==> src/rtl/pixel_color_counter.sv <==
// Classifies RGB332 pixels as red, blue or neither and publishes per-frame counts
// at each rising VGA_VSYNC_NEG edge; single clock domain.
module pixel_color_counter #(
  parameter int         SCREEN_WIDTH  = 176,
  parameter int         SCREEN_HEIGHT = 144,
  parameter int         COUNT_W       = 10,
  parameter logic [2:0] RED_MIN       = 3'd5,
  parameter logic [1:0] BLUE_MIN      = 2'd2,
  parameter logic [2:0] OTHER_MAX     = 3'd2
) (
  input  logic               CLK,
  input  logic               RESET,
  input  logic [7:0]         PIXEL_IN,
  input  logic               PIXEL_VALID,
  input  logic               VGA_VSYNC_NEG,
  output logic [COUNT_W-1:0] REDCOUNT,
  output logic [COUNT_W-1:0] BLUECOUNT,
  output logic               FRAME_DONE,
  output logic               FRAME_ERR
);

  localparam int                 TOT_W     = 15;
  localparam logic [TOT_W-1:0]   FRAME_PIX = TOT_W'(SCREEN_WIDTH * SCREEN_HEIGHT);
  localparam logic [TOT_W-1:0]   TOT_MAX   = '1;
  localparam logic [COUNT_W-1:0] CNT_MAX   = '1;

  typedef enum logic [1:0] {
    SYNC,
    BLANK,
    ACTIVE
  } state_t;

  state_t             state_q, state_d;
  logic               vsync_q;
  logic [COUNT_W-1:0] red_acc, blue_acc;
  logic [TOT_W-1:0]   pix_tot;

  logic [2:0] r_chan;
  logic [1:0] b_chan;
  logic [2:0] b3_chan;
  logic       is_red, is_blue;
  logic       vsync_rise;
  logic       count_en, publish;

  // Blue is widened to 3 bits by replicating its MSB so both channels compare on one scale.
  assign r_chan     = PIXEL_IN[7:5];
  assign b_chan     = PIXEL_IN[1:0];
  assign b3_chan    = {b_chan, b_chan[1]};
  assign is_red     = (r_chan >= RED_MIN) && (b3_chan <= OTHER_MAX);
  assign is_blue    = (b_chan >= BLUE_MIN) && (r_chan <= OTHER_MAX);
  assign vsync_rise = VGA_VSYNC_NEG && !vsync_q;

  // NOTE: every always_comb output gets a default first so no path leaves it unassigned
  // and infers a latch.
  always_comb begin
    state_d  = state_q;
    count_en = 1'b0;
    publish  = 1'b0;
    unique case (state_q)
      SYNC:   if (VGA_VSYNC_NEG) state_d = BLANK;
      BLANK:  if (!VGA_VSYNC_NEG) state_d = ACTIVE;
      ACTIVE: begin
        if (vsync_rise) begin
          publish = 1'b1;
          state_d = BLANK;
        end else if (PIXEL_VALID && !VGA_VSYNC_NEG) begin
          count_en = 1'b1;
        end
      end
      default: state_d = SYNC;
    endcase
  end

  // NOTE: sequential state uses non-blocking assignments so every register samples
  // pre-edge values regardless of statement order.
  always_ff @(posedge CLK or posedge RESET) begin
    if (RESET) begin
      state_q    <= SYNC;
      vsync_q    <= 1'b1;
      red_acc    <= '0;
      blue_acc   <= '0;
      pix_tot    <= '0;
      REDCOUNT   <= '0;
      BLUECOUNT  <= '0;
      FRAME_DONE <= 1'b0;
      FRAME_ERR  <= 1'b0;
    end else begin
      state_q    <= state_d;
      vsync_q    <= VGA_VSYNC_NEG;
      FRAME_DONE <= publish;
      if (publish) begin
        REDCOUNT  <= red_acc;
        BLUECOUNT <= blue_acc;
        FRAME_ERR <= (pix_tot != FRAME_PIX);
        red_acc   <= '0;
        blue_acc  <= '0;
        pix_tot   <= '0;
      end else if (count_en) begin
        // All accumulators saturate rather than wrap.
        if (is_red && red_acc != CNT_MAX)   red_acc  <= red_acc + 1'b1;
        if (is_blue && blue_acc != CNT_MAX) blue_acc <= blue_acc + 1'b1;
        if (pix_tot != TOT_MAX)             pix_tot  <= pix_tot + 1'b1;
      end
    end
  end

endmodule

==> config.mk <==
export PLATFORM = sky130hd
export DESIGN_NAME = pixel_color_counter
export DESIGN_NICKNAME = d
export VERILOG_FILES = /design/src/rtl/pixel_color_counter.sv
export SDC_FILE = /design/constraint.sdc
export NUM_CORES = 1
export LEC_CHECK = 0
export CAP_MARGIN = 40
export CORE_ASPECT_RATIO = 0.5
export CORE_UTILIZATION = 55
export CTS_CLUSTER_SIZE = 28
export DETAILED_ROUTE_END_ITERATION = 6
export PLACE_DENSITY = 0.78
export SLEW_MARGIN = 10
export SYNTH_ARGS = -nofsm -noshare
export SYNTH_HDL_FRONTEND = slang
export SYNTH_SLANG_ARGS = --single-unit
export TNS_END_PERCENT = 50
==> constraint.sdc <==
create_clock -name CLK -period 2.36 [get_ports CLK]
set_input_delay 0.354 -clock CLK [delete_from_list [all_inputs] [get_ports CLK]]
set_output_delay 0.354 -clock CLK [all_outputs]
set_load 0.02 [all_outputs]
placed.png
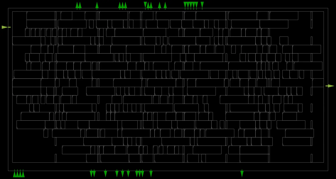
final std cells w/o fill: 409
final core utilization: 69.1%

layers.png
Scale bar: 20 um.
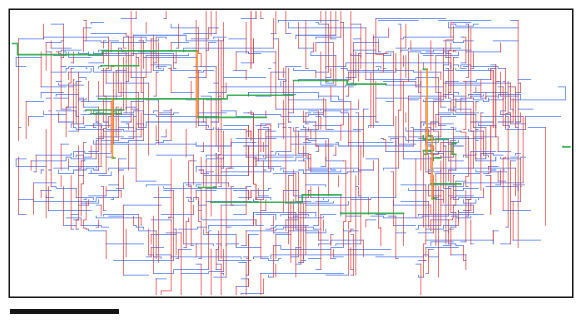
- M1: blue (wire length 2620 um)
- M3: green (wire length 184 um)
- M2: red (wire length 2820 um)
- M4: orange (wire length 50.3 um)

-- power breakdown --
group          internal (mW)  switching [mW]  total (mW)  leakage, nW
combinational          0.134           0.170       0.304        0.737
clock                  0.392           0.364       0.757       0.0848
sequential              1.10          0.0719        1.18        0.826
-- routing by layer --
layer  wire length [um]  vias up  global-route usage (%)  share of wire [%]
met4                 50        0                    7.97               0.88
met1               2620     1064                    26.8                 46
li1                   -     1093                       -                  -
met2               2820       36                    39.7                 50
met3                184        8                    7.08                3.2
met5                  0        -                       0                  0
-- layout make-up --
class / instances / area [um^2] / area share [%]
clock buffer: 11 / 141 / 4.15
timing repair buffer: 37 / 363 / 10.6
sequential: 60 / 1500 / 44.1
inverter: 8 / 30.0 / 0.881
clock inverter: 3 / 15.0 / 0.440
multi-input combinational: 220 / 1270 / 37.2
tap: 70 / 87.6 / 2.57
-- final timing paths --
path	endpoint	slack (ns)	depth (start not counted)
max	blue_acc[5]	0.52	6
min reg2reg	REDCOUNT[6]	0.48	2
max reg2reg	blue_acc[2]	0.55	5
min in group CLK	REDCOUNT[6]	0.48	2
min	pix_tot[8]	0.33	2
max in group asynchronous	blue_acc[4]	1.43	3
-- sequential cells by signal, summed over array words and instances, names as in the netlist --
register / cells
vsync_q: 1
FRAME_ERR: 1
BLUECOUNT: 10
REDCOUNT: 10
red_acc: 10
state_q: 2
blue_acc: 10
pix_tot: 15
FRAME_DONE: 1
-- cell families after synthesis --
family | Yosys count
and+or+nand+nor | 164
xor gates and xnor gates | 18
buffers and inverters | 16
muxes | 5
adders and majority gates | 4
DFF | 60
AOI/OAI and AO/OA | 29
-- worst max-delay path, delay by kind of cell --
family | cells | cell delay (ns)
buf+inv | 1 | 0.44
simple gates | 4 | 1.07
xor+xnor | 1 | 0.17
-- through the flow --
step	cell area (um^2)	hold WS (ns)	power (mW)	setup WS [ns]	util, %
detailed placement	3250	0.466	1.50	0.183	66.0
finish	3410	0.326	2.24	0.524	69.1
global route	3410	0.367	2.35	0.391	69.1
floorplan	2830	0.358	1.37	0.523	-
CTS	3410	0.327	2.26	0.539	69.1
global placement	3250	0.459	1.48	0.247	66.0
-- cells in the mapped netlist, types with 2 or more instances --
cell | instances | share of area, %
xnor2_1 | 9 | 2.8
and2_1 | 2 | 0.44
and4_1 | 2 | 0.62
o31ai_1 | 2 | 0.53
nand2_1 | 82 | 11
ha_1 | 4 | 1.8
o21ai_1 | 4 | 0.71
a21oi_1 | 6 | 1.1
nand3_1 | 18 | 3.2
o21ai_0 | 5 | 0.88
and3_1 | 9 | 2.0
a31oi_1 | 3 | 0.66
clkbuf_1 | 3 | 0.40
a21o_1 | 2 | 0.53
nor3_1 | 4 | 0.71
nor4_2 | 2 | 0.88
mux2i_1 | 5 | 1.8
inv_1 | 7 | 0.93
xor2_1 | 9 | 2.8
nand4_1 | 7 | 1.5
nor4_1 | 4 | 0.88
nor2_1 | 22 | 2.9
a211oi_1 | 4 | 1.1
dfrtp_1 | 59 | 52
buf_1 | 4 | 0.53
==> changes_impl.md <==
## Flow update

* Unrepaired setup endpoints after global routing: false
* Post-layout period usage at 77.8%
* Routed Antenna Nets at 0
* Critical path required time at 2.56 ns
* Post-Synth Simple-Gate Area at 29.4%
* Setup crit start: VGA_VSYNC_NEG
* Sink Count at 60
* Setup TNS at 0 ns
* Standard-cell row count at 18
* Pin count of the biggest net entering global routing at 26
* CP Capture Type: register
* Worst min path class: primary input to asynchronous set/reset pin
* Chip Height at 52.8 um
* Synth Area per Inst at 9.57 um^2
* Die span in x at just over 100 um
* Starting DRT DRC Count at 110
* DRC violations left at 0
* CP max stage cell: clkdlybuf4s50_1
* Drt via density at 5.38
* Dominant comb cell: simple AND/OR/NAND/NOR gates
* Clock-pin transition on the worst setup and hold timing paths at 0.06 ns
* Commonest Layout Cell: nand2_1
* Placed Cells at ~400
* Status: finished clean
* Arr. time, crit path at 2.04 ns
* RD Place Congestion at 0.799
* Aoi share at 6.31%
* Max VDD drop at 0.000443 V
* Wire length per cell at 13.9 um
* Crit path kind: primary input to register
* # hold bufs at CTS at 0
* Slew Limit Headroom at 66.1%
* Max Transition Viols Final at 0
* Net count after synthesis at 312
Power is estimated from default activity; no workload was simulated.
